## config.mk

```make
export PLATFORM = sky130hd
export DESIGN_NAME = timekeeper_ctrl
export DESIGN_NICKNAME = d
export VERILOG_FILES = /design/src/rtl/timekeeper_ctrl.sv
export SDC_FILE = /design/constraint.sdc
export NUM_CORES = 1
export LEC_CHECK = 0
export CORE_AREA = 2 2 74 76
export CTS_CLUSTER_DIAMETER = 40
export DETAILED_ROUTE_END_ITERATION = 16
export DIE_AREA = 0 0 76 78
export PLACE_DENSITY_LB_ADDON = 0.25
export SYNTH_ARGS = -nofsm -noshare
export SYNTH_HDL_FRONTEND = slang
export SYNTH_SLANG_ARGS = --single-unit
```

## constraint.sdc

```tcl
create_clock -name CLK -period 3.7 [get_ports CLK]
set_clock_uncertainty 0.15 [all_clocks]
set_input_delay 0.37 -clock CLK [delete_from_list [all_inputs] [get_ports CLK]]
set_output_delay 0.37 -clock CLK [all_outputs]
set_load 0.005 [all_outputs]
```

## src/rtl/timekeeper_ctrl.sv

```systemverilog
// Time-of-day clock with set modes and a timed alarm; all outputs come straight from registers.
// Ring counter holds the remaining TICKs of an active alarm.
module timekeeper_ctrl #(
   parameter int unsigned ALARM_LEN = 60
) (
   input  logic       CLK,
   input  logic       RST,
   input  logic       TICK,
   input  logic       MODE_BTN,
   input  logic       INC_BTN,
   input  logic       ALARM_EN,
   output logic [5:0] Hours,
   output logic [5:0] Mins,
   output logic [5:0] Secs,
   output logic [5:0] AlarmH,
   output logic [5:0] AlarmM,
   output logic [2:0] Mode,
   output logic       Alarm
);

   typedef enum logic [2:0] {
      RUN    = 3'd0,
      SET_H  = 3'd1,
      SET_M  = 3'd2,
      SET_AH = 3'd3,
      SET_AM = 3'd4
   } mode_t;

   mode_t       state_q, state_d;
   logic [5:0]  hours_q, hours_d, mins_q, mins_d, secs_q, secs_d;
   logic [5:0]  alarm_h_q, alarm_h_d, alarm_m_q, alarm_m_d;
   logic        alarm_q, alarm_d;
   logic [7:0]  ring_q, ring_d;
   logic [5:0]  hours_t, mins_t, secs_t;
   logic        inc, tick_adv, match;

   always_ff @(posedge CLK or posedge RST) begin
      if (RST) begin
         state_q   <= RUN;
         hours_q   <= 6'd0;
         mins_q    <= 6'd0;
         secs_q    <= 6'd0;
         alarm_h_q <= 6'd6;
         alarm_m_q <= 6'd0;
         alarm_q   <= 1'b0;
         ring_q    <= 8'd0;
      end else begin
         state_q   <= state_d;
         hours_q   <= hours_d;
         mins_q    <= mins_d;
         secs_q    <= secs_d;
         alarm_h_q <= alarm_h_d;
         alarm_m_q <= alarm_m_d;
         alarm_q   <= alarm_d;
         ring_q    <= ring_d;
      end
   end

   always_comb begin
      // MODE_BTN has priority over INC_BTN in the same cycle
      inc      = INC_BTN & ~MODE_BTN;
      tick_adv = TICK & ((state_q == RUN) | (state_q == SET_AH) | (state_q == SET_AM));

      hours_t = hours_q;
      mins_t  = mins_q;
      secs_t  = secs_q;
      if (tick_adv) begin
         if (secs_q == 6'd59) begin
            secs_t = 6'd0;
            if (mins_q == 6'd59) begin
               mins_t  = 6'd0;
               hours_t = (hours_q == 6'd23) ? 6'd0 : hours_q + 6'd1;
            end else begin
               mins_t = mins_q + 6'd1;
            end
         end else begin
            secs_t = secs_q + 6'd1;
         end
      end

      // Only a TICK can produce a match; set-mode increments never do
      match = tick_adv & ALARM_EN & (hours_t == alarm_h_q) & (mins_t == alarm_m_q)
              & (secs_t == 6'd0);

      state_d   = state_q;
      hours_d   = hours_t;
      mins_d    = mins_t;
      secs_d    = secs_t;
      alarm_h_d = alarm_h_q;
      alarm_m_d = alarm_m_q;

      case (state_q)
         RUN: begin
            if (MODE_BTN) begin
               state_d = SET_H;
               secs_d  = 6'd0;
            end
         end
         SET_H: begin
            if (MODE_BTN) state_d = SET_M;
            else if (inc) hours_d = (hours_q == 6'd23) ? 6'd0 : hours_q + 6'd1;
         end
         SET_M: begin
            if (MODE_BTN) state_d = SET_AH;
            else if (inc) mins_d = (mins_q == 6'd59) ? 6'd0 : mins_q + 6'd1;
         end
         SET_AH: begin
            if (MODE_BTN) state_d = SET_AM;
            else if (inc) alarm_h_d = (alarm_h_q == 6'd23) ? 6'd0 : alarm_h_q + 6'd1;
         end
         SET_AM: begin
            if (MODE_BTN) state_d = RUN;
            else if (inc) alarm_m_d = (alarm_m_q == 6'd59) ? 6'd0 : alarm_m_q + 6'd1;
         end
         default: state_d = RUN;
      endcase

      alarm_d = alarm_q;
      ring_d  = ring_q;
      if (!ALARM_EN || (inc && state_q == RUN)) begin
         alarm_d = 1'b0;
         ring_d  = 8'd0;
      end else if (match) begin
         alarm_d = 1'b1;
         ring_d  = 8'(ALARM_LEN);
      end else if (alarm_q && TICK) begin
         ring_d = ring_q - 8'd1;
         if (ring_q == 8'd1) alarm_d = 1'b0;
      end
   end

   assign Hours  = hours_q;
   assign Mins   = mins_q;
   assign Secs   = secs_q;
   assign AlarmH = alarm_h_q;
   assign AlarmM = alarm_m_q;
   assign Mode   = state_q;
   assign Alarm  = alarm_q;

endmodule

```

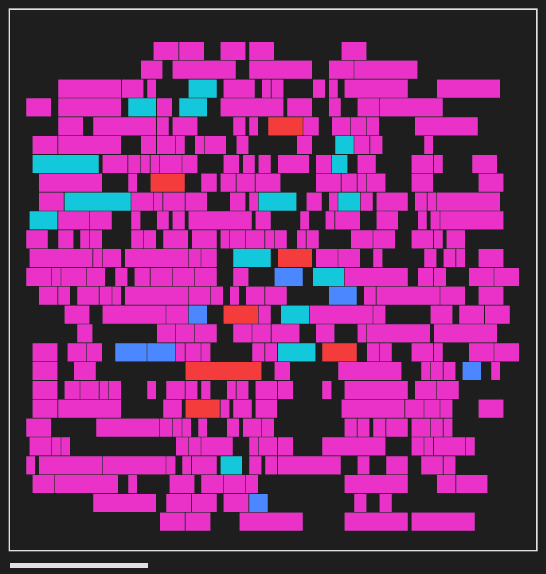
run_1/sizing.png
Scale bar: 20 um.
[x3 and x4] blue | cells: 7 | most used: buf_4
[x6 and larger] red | cells: 7 | most used: clkbuf_8
[x2] cyan | cells: 15 | most used: mux2_2
[x1 and smaller] magenta | cells: 303 | most used: dfrtp_1
final setup margin: 0.263 ns
area delta synth->final: 20.8%
number of non-clock buffers: 42

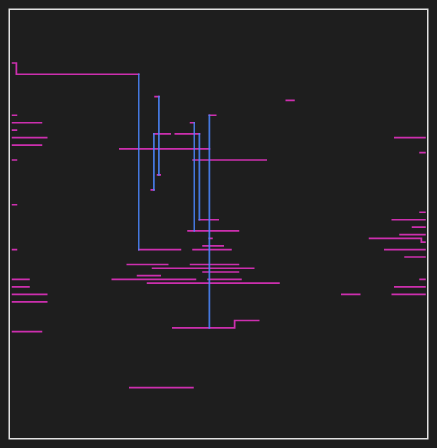
run_1/layers.png
Two of the layers only.
[M4] blue | wire length: 131 um
[M3] magenta | wire length: 317 um
Post-Route WL: 6280 um
DR vias: 2309
WL/cell: 15.6 um

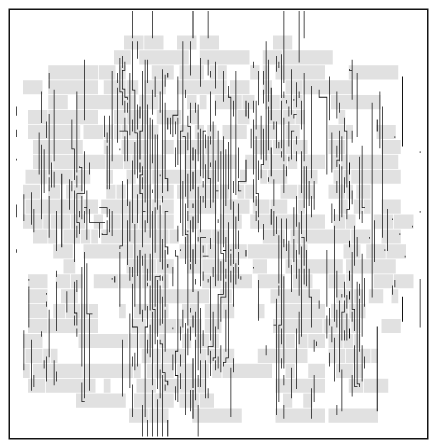
run_1/m2.png
Cells faint in the background.
share of all routed wire: 48%
nets with wire on the layer: 285
met2 GRT Util: 36.6%

==> impl_metrics.tcl, run 1 <==
# yosys + openroad results
set metrics [dict create \
    dominant-cell-class "multi-input combinational cells" \
    syn-mean-instance-area_um2 9.21 \
    grt_max_degree 43 \
    clk_pin_slew_ns 0.08 \
    clk_latency_ns 0.30 \
    max-slew-margin-rel_pct 55.1 \
    lay_top_cells "40 x dfrtp_1, 39 x clkdlybuf4s50_1, 26 x nand2_1, 20 x nor2_1, 18 x xnor2_1" \
    largest_reg_flops 8 \
    synth.distinct_cells 59 \
    netSwitchingFraction_pct 38.4 \
    cp_max_fo 9 \
    fin_crit_ns 3.44 \
    die_area_um2 5930 \
    cts_resized 0 \
    n_all_inverters 10 \
    ys.flops 42 \
    nClkBuffers 7 \
    numPortBuffers 39 \
    drt-vias-per-instance 5.74 \
    seq_area_share_pct 32.4 \
    crit_chain "ha_1, and3b_1, o2111ai_2, nor2_1, mux2i_1, a211o_1, or4_4, or4_4, a21oi_1" \
    place_area_um2 3130 \
    clockPowerShare_pct 19.0 \
    warnings 27 \
    switching_power_uw 768 \
    critPathSlowestCell "or4_4" \
    rsz0062_at_grt "false" \
    grt_pass1_vias 2149 \
    flop-count 42 \
    syn_nets 305 \
    wl_met3_um 316 \
    nNetsFinal 344 \
    hold_viol 0 \
    ff_latch_area_um2 1050 \
    synth_seq_share_pct 39.2 \
    crit_buf_inv 0 \
    powerDensity_nw_per_um2 616 \
    r2r-start "Secs[0]" \
    ys_dominant_reg_cell "dfrtp_1" \
    ys_chip_area_um2 2690 \
    fin_cells 402 \
    wl_met1_um 2850 \
    grt.overflow.total 0 \
    largest-register "ring_q" \
    clock_path_buffers 2 \
    comb_cells 230 \
    core_area_um2 5040 \
    rows 26 \
    pin_count 40 \
    busiest_layer "met2" \
    r2r_end "ring_q[5]" \
    slew_violations 0 \
    antenna_found_initial 0 \
    cp_top_family "simple AND/OR/NAND/NOR gates" \
    antennaDiodeCount 0 \
    hold-worst-slack_ns 0.365 \
    clk_share_pct 3.58 \
    startpoint_type "flip-flop" \
    status "finished, final reports clean" \
    ys_cells 292 \
    use_met3_pct 3.95 \
    met2_length_um 2990 \
    finalInstanceArea_um2 3250 \
    synth-async-reset-ratio_pct 100 \
    finalPower_uw 2000 \
    die_h_um 78 \
    ant_nets 0 \
    drt_first_pass_iters 5 \
    reg2reg_slack_ns 0.26 \
    fmax_mhz 291 \
    htree_levels 2 \
    tritoncts "built" \
    worstHoldPathType "in2async" \
    hpwl_um 4590 \
    clock-root-buffer "clkbuf_8" \
]
==> run 1: power groups by stage <==
| stage | Combinational (uW) | Clock (uW) | Sequential (uW) |
|---|---|---|---|
| 6_report | 814 | 381 | 805 |
| 4_1_cts | 814 | 385 | 803 |
| 3_3_place_gp | 792 | 0 | 804 |
| 5_1_grt | 895 | 411 | 831 |
| 2_1_floorplan | 513 | 0 | 740 |
| 3_5_place_dp | 807 | 0 | 811 |
==> run 1: cells by family (layout without fill, tap and decap cells) <==
family | Yosys count | after routing | synth area share, %
compound gates | 67 | 67 | 16.8
xor+xnor | 29 | 29 | 9.45
fa+ha+maj | 7 | 7 | 3.26
buf+inv | 20 | 60 | 3.54
flops | 42 | 42 | 39.2
mux | 10 | 10 | 3.96
simple gates | 117 | 117 | 23.8
==> run 1: synthesized netlist by cell type (all sizes together) (3+ instances only) <==
| master | n | share of area [%] |
|---|---|---|
| mux2i | 5 | 1.9 |
| ha | 7 | 3.3 |
| nand4 | 4 | 0.93 |
| and3 | 4 | 0.98 |
| xor2 | 11 | 3.6 |
| a31oi | 5 | 1.2 |
| mux2 | 5 | 2.1 |
| nor4 | 3 | 0.93 |
| or4 | 3 | 1.1 |
| o31ai | 3 | 0.84 |
| buf | 4 | 1.3 |
| dfrtp | 40 | 37 |
| nor3b | 3 | 0.84 |
| nand2b | 3 | 0.70 |
| o211ai | 3 | 0.84 |
| nand2 | 26 | 3.6 |
| nand3b | 6 | 1.7 |
| nand3 | 11 | 2.0 |
| a21oi | 17 | 3.2 |
| xnor2 | 18 | 5.9 |
| nor2 | 21 | 3.2 |
| o21ai | 16 | 3.0 |
| nor3 | 14 | 2.6 |
| inv | 10 | 1.4 |
| nor2b | 6 | 1.4 |
| and2 | 5 | 1.2 |
| clkbuf | 6 | 0.84 |
--- run 2 (diff from run 1) ---
--- a/config.mk
+++ b/config.mk
@@ -5,10 +5,10 @@
 export SDC_FILE = /design/constraint.sdc
 export NUM_CORES = 1
 export LEC_CHECK = 0
-export CORE_AREA = 2 2 74 76
+export CORE_AREA = 2 2 68 83
 export CTS_CLUSTER_DIAMETER = 40
 export DETAILED_ROUTE_END_ITERATION = 16
-export DIE_AREA = 0 0 76 78
+export DIE_AREA = 0 0 70 85
 export PLACE_DENSITY_LB_ADDON = 0.25
 export SYNTH_ARGS = -nofsm -noshare
 export SYNTH_HDL_FRONTEND = slang
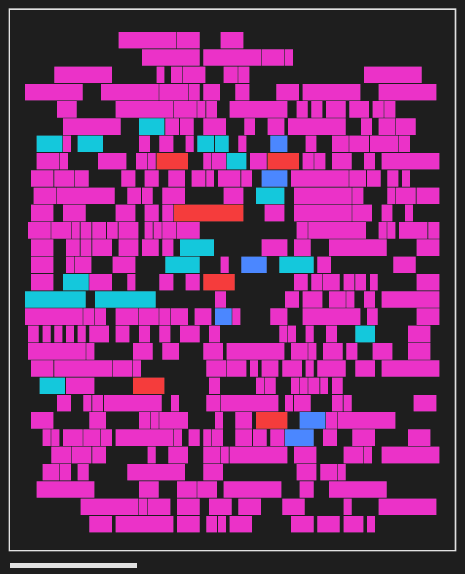
run_2/sizing.png
Scale bar: 20 um.
[x2] cyan | cells: 15 | most used: mux2_2
[x6 and larger] red | cells: 6 | most used: clkbuf_8
[x1 and smaller] magenta | cells: 304 | most used: dfrtp_1
[x3 and x4] blue | cells: 6
area delta synth->final: 19.8%
Non-Filler Cell Area, Final: 3220 um2
final setup margin: 0.258 ns
number of non-clock buffers: 41

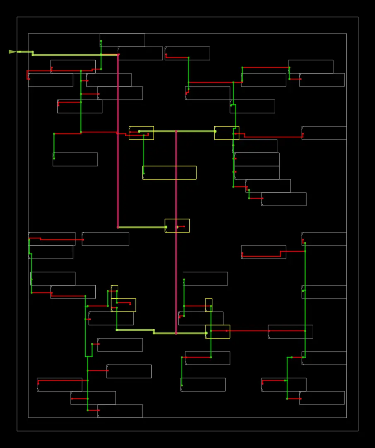
run_2/clock_nets.png
clock buf count: 7
clock sink count: 42

==> run 2 against run 1 <==
Net effect:
- global-route usage rose by 0.41 points
- first-iteration DRC count fell by 18%
- fmax fell by 0.15%
- worst setup slack got worse by 0.0051 ns
- core utilization fell by 1.9 points
- cell area fell by 0.85%
- sequential share of layout area rose by 0.28 points
- register-to-register slack barely moved
- critical endpoint is now ring_q[3]
- total power fell by 1.3%
==> impl_metrics.tcl, run 2 <==
# yosys + openroad results
set metrics [dict create \
    largest_reg_flops 8 \
    fin_cells 393 \
    numPortBuffers 39 \
    rsz0062_at_grt "false" \
    largest-register "ring_q" \
    fmax_mhz 291 \
    reg2reg_slack_ns 0.26 \
    synth.comb.largest_family "simple AND/OR/NAND/NOR gates" \
    nNetsFinal 343 \
    pin_count 40 \
    ys_dominant_reg_cell "dfrtp_1" \
    fin_crit_ns 3.44 \
    synth-async-reset-ratio_pct 100 \
    status "finished, final reports clean" \
    clk_latency_ns 0.30 \
    powerDensity_nw_per_um2 613 \
    rows 29 \
    clk_pin_slew_ns 0.08 \
    htree_levels 2 \
    cp_top_family "simple AND/OR/NAND/NOR gates" \
    top_cell "dfrtp_1" \
    simple_gate_share_pct 23.8 \
    max-slew-margin-rel_pct 45.9 \
    die_area_um2 5950 \
    ys_sh_aoi_pct 16.8 \
    wl_per_cell_um 16.4 \
    die_h_um 85 \
    ys_chip_area_um2 2690 \
    synthXorXnorAreaFrac_pct 9.45 \
    lay_top_cells "40 x dfrtp_1, 39 x clkdlybuf4s50_1, 26 x nand2_1, 20 x nor2_1, 18 x xnor2_1" \
    tritoncts "built" \
    clock_path_buffers 2 \
    grt_pass1_vias 2191 \
    synth-adder-area-share_pct 3.26 \
    ant_nets 0 \
    syn_nets 305 \
    crit_chain "ha_1, and3b_1, o2111ai_2, buf_4, a2111oi_2, nand4_1, or4_4, or4_4, a21oi_1" \
    clock-root-buffer "clkbuf_8" \
    met2_usage_pct 39.7 \
]
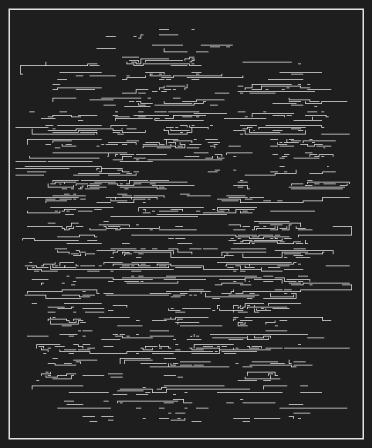
run_2/m1.png
nets with wire on the layer: 308
share of all routed wire: 44%
Post-Route WL: 6430 um
M1 GR Usage: 27.8%
DR vias: 2310

run 2: cell counts after synthesis:
Identical to the previous run, type by type.
run 2: layer usage:
metal	vias to the layer above	wire length, um
met4	0	163
met5	-	0
met2	53	3220
met3	13	209
met1	1113	2840
li1	1131	-
run 2: cell type report:
cell class | instances | area (um2)
Fill cell | 454 | 1930
Multi-Input combinational cell | 230 | 1540
Timing Repair Buffer | 41 | 405
Clock buffer | 7 | 76.3
Inverter | 10 | 37.5
Sequential cell | 42 | 1050
Tap cell | 62 | 77.6
Clock inverter | 1 | 30.0
run 2: logic make-up (layout without fill, tap and decap cells):
| kind of cell | Yosys count | count (layout) |
|---|---|---|
| adders and majority gates | 7 | 7 |
| xor gates and xnor gates | 29 | 29 |
| buffers and inverters | 20 | 59 |
| and+or+nand+nor | 117 | 117 |
| AOI/OAI and AO/OA | 67 | 67 |
| muxes | 10 | 10 |
| DFF | 42 | 42 |
run 2: worst min path at each step:
stage               startpoint         to  slack, ns  cells after the start
floorplan              Mode[2]    Mode[0]       0.35                      1
global placement     AlarmH[2]  AlarmH[2]       0.38                      1
detailed placement     Mode[2]    Mode[0]       0.39                      1
CTS                        RST    Mins[3]       0.41                      2
global route           Mode[2]    Mode[1]       0.43                      1
finish                     RST    Mins[5]       0.38                      2
run 2: metrics by stage:
| stage | power (uW) | worst slack (ns) | cell area (um2) |
|---|---|---|---|
| global placement | 1610 | 0.449 | 3110 |
| CTS | 1980 | 0.279 | 3220 |
| floorplan | 1250 | 0.683 | 2690 |
| detailed placement | 1620 | 0.320 | 3110 |
| finish | 1970 | 0.258 | 3220 |
| global route | 2100 | 0.00473 | 3220 |
run 2: where the power goes:
part | internal [uW] | total, uW | switching, uW
logic | 430 | 792 | 361
registers | 575 | 824 | 250
clock network | 202 | 357 | 155
--- run 3 (diff from run 2) ---
--- a/config.mk
+++ b/config.mk
@@ -5,10 +5,12 @@
 export SDC_FILE = /design/constraint.sdc
 export NUM_CORES = 1
 export LEC_CHECK = 0
-export CORE_AREA = 2 2 68 83
+export CELL_PAD_IN_SITES_DETAIL_PLACEMENT = 0
+export CELL_PAD_IN_SITES_GLOBAL_PLACEMENT = 1
+export CORE_AREA = 2 2 77 94
 export CTS_CLUSTER_DIAMETER = 40
 export DETAILED_ROUTE_END_ITERATION = 16
-export DIE_AREA = 0 0 70 85
+export DIE_AREA = 0 0 79 96
 export PLACE_DENSITY_LB_ADDON = 0.25
 export SYNTH_ARGS = -nofsm -noshare
 export SYNTH_HDL_FRONTEND = slang
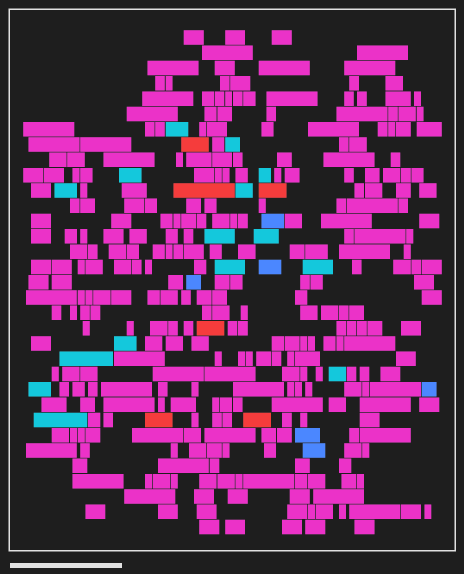
run_3/sizing.png
Scale bar: 20 um.
[x1 and smaller] magenta | cells: 304 | most used: dfrtp_1
[x2] cyan | cells: 15 | most used: mux2_2
[x6 and larger] red | cells: 6 | most used: clkbuf_8
[x3 and x4] blue | cells: 6
Non-Filler Cell Area, Final: 3250 um2
final setup margin: 0.352 ns
area delta synth->final: 20.9%

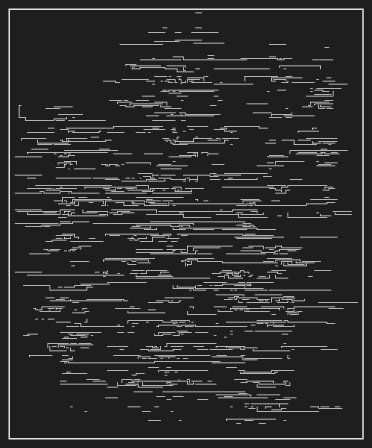
run_3/m1.png
wire length on this layer: 3000 um
share of all routed wire: 46%
main direction: horizontal
longest straight run: 22.5 um
nets with wire on the layer: 313
M1 GR Usage: 24.2%
Post-Route WL: 6510 um
DR vias: 2264

==> run 3 against run 2 <==
Net effect:
- non-clock buffer count did not move
- critical path type unchanged
- cell count up 6.4%
- via count down 2.0%
==> impl_metrics.tcl, run 3 <==
# yosys + openroad results
set metrics [dict create \
    status "finished, final reports clean" \
    finalPower_uw 1960 \
    ff_latch_area_um2 1050 \
    place_area_um2 3150 \
    largest-register "ring_q" \
    grt_max_degree 24 \
    wl_met1_um 3000 \
    use_met3_pct 3.00 \
    die_h_um 96 \
    clock_path_buffers 2 \
    syn_nets 305 \
    hold_path_depth 1 \
    clk_latency_ns 0.30 \
    grt.overflow.total 0 \
    fillCellCount 676 \
    hold_viol 0 \
    pin_count 40 \
    drt-vias-per-instance 5.42 \
    core_area_um2 6690 \
    grt_pass1_vias 2191 \
    worstHoldPathType "reg2reg" \
    slew_violations 0 \
    synth.distinct_cells 59 \
    met2_length_um 3210 \
    synth.top_cell.area_share_pct 37.2 \
    yosysTopAreaCell "dfrtp_1" \
    ant_nets 0 \
    clk_pin_slew_ns 0.08 \
    cp_max_fo 8 \
    maxUsedRoutingLayer "met4" \
    clockPowerShare_pct 18.2 \
    rows 33 \
    combGateArea_um2 1540 \
    clock-root-buffer "clkbuf_8" \
    met2_usage_pct 32.4 \
    ys_top_cells_by_area "dfrtp_1 37%, xnor2_1 5.9%, nand2_1 3.6%" \
    hpwl_um 4930 \
    switching_power_uw 751 \
    lay_top_cells "40 x dfrtp_1, 39 x clkdlybuf4s50_1, 26 x nand2_1, 20 x nor2_1, 18 x xnor2_1" \
    rsz0062_at_grt "false" \
    syn-mean-instance-area_um2 9.21 \
    pwr-share-comb_pct 40.0 \
    seqPwrFrac_pct 41.8 \
    powerDensity_nw_per_um2 602 \
    antenna_found_initial 0 \
    largest_reg_flops 8 \
    tritoncts "built" \
    clock-sinks 42 \
    max-slew-margin-rel_pct 39.5 \
    reg2reg_slack_ns 0.35 \
]
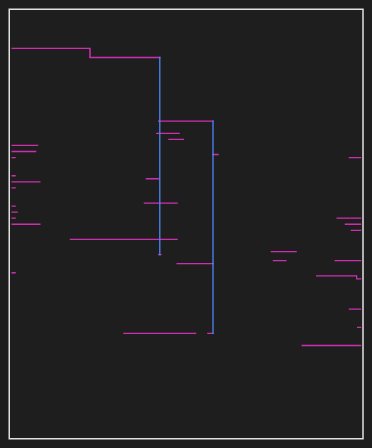
run_3/layers.png
Two of the layers only.
[M3] magenta | wire length: 199 um
[M4] blue | wire length: 91.8 um
GRT Total Usage: 18.8%
WL/cell: 15.6 um

==> run 3: worst max-delay path, cell delays in order (launching register included) <==
cell and delay, ns:
dfrtp_1 0.51, ha_1 0.32, and3b_1 0.25, o2111a_1 0.34
a31oi_1 0.13, a2111oi_2 0.28, nand4_1 0.14, or4_4 0.53
or4_4 0.47, a21oi_1 0.14
==> run 3: final timing paths <==
path	startpoint	end
max in group asynchronous	RST	Mins[0]
worst min register to register	AlarmH[2]	AlarmH[2]
min in group asynchronous	RST	Mode[0]
worst min-delay path	AlarmH[2]	AlarmH[2]
worst max-delay path	Secs[0]	ring_q[4]
worst max register to register	Secs[0]	ring_q[4]
==> run 3: cell type report <==
cell class / count / share of cell area (%)
clock buffers: 7 / 2.35
clock inverters: 1 / 0.923
inverters: 10 / 1.15
multi-input cells: 230 / 47.4
flip-flops and latches: 42 / 32.4
well taps: 87 / 3.35
repair buffers: 41 / 12.5
==> run 3: cell families (layout without fill, tap and decap cells) <==
group / after synthesis / count (layout) / share of synthesized area [%]
simple gates: 117 / 117 / 23.8
compound gates: 67 / 67 / 16.8
flops: 42 / 42 / 39.2
xor+xnor: 29 / 29 / 9.45
buf+inv: 20 / 59 / 3.54
mux: 10 / 10 / 3.96
fa+ha+maj: 7 / 7 / 3.26
==> run 3: power by group through the flow <==
stage                     Clock (uW)  Sequential [uW]  Combinational, uW
after floorplan                    0              740                513
after global placement             0              826                793
after detailed placement           0              826                788
after CTS                        369              820                792
after global routing             383              848                873
final                            356              818                784
==> run 3: metrics by stage <==
step	utilization [%]	setup WS, ns	std cells
3_5_place_dp	47.0	0.399	410
3_3_place_gp	47.0	0.453	410
4_1_cts	48.6	0.367	418
5_1_grt	48.6	0.102	418
2_1_floorplan	-	0.683	292
6_report	48.6	0.352	418
No activity file was given, so power comes from the tool's default toggle rates.
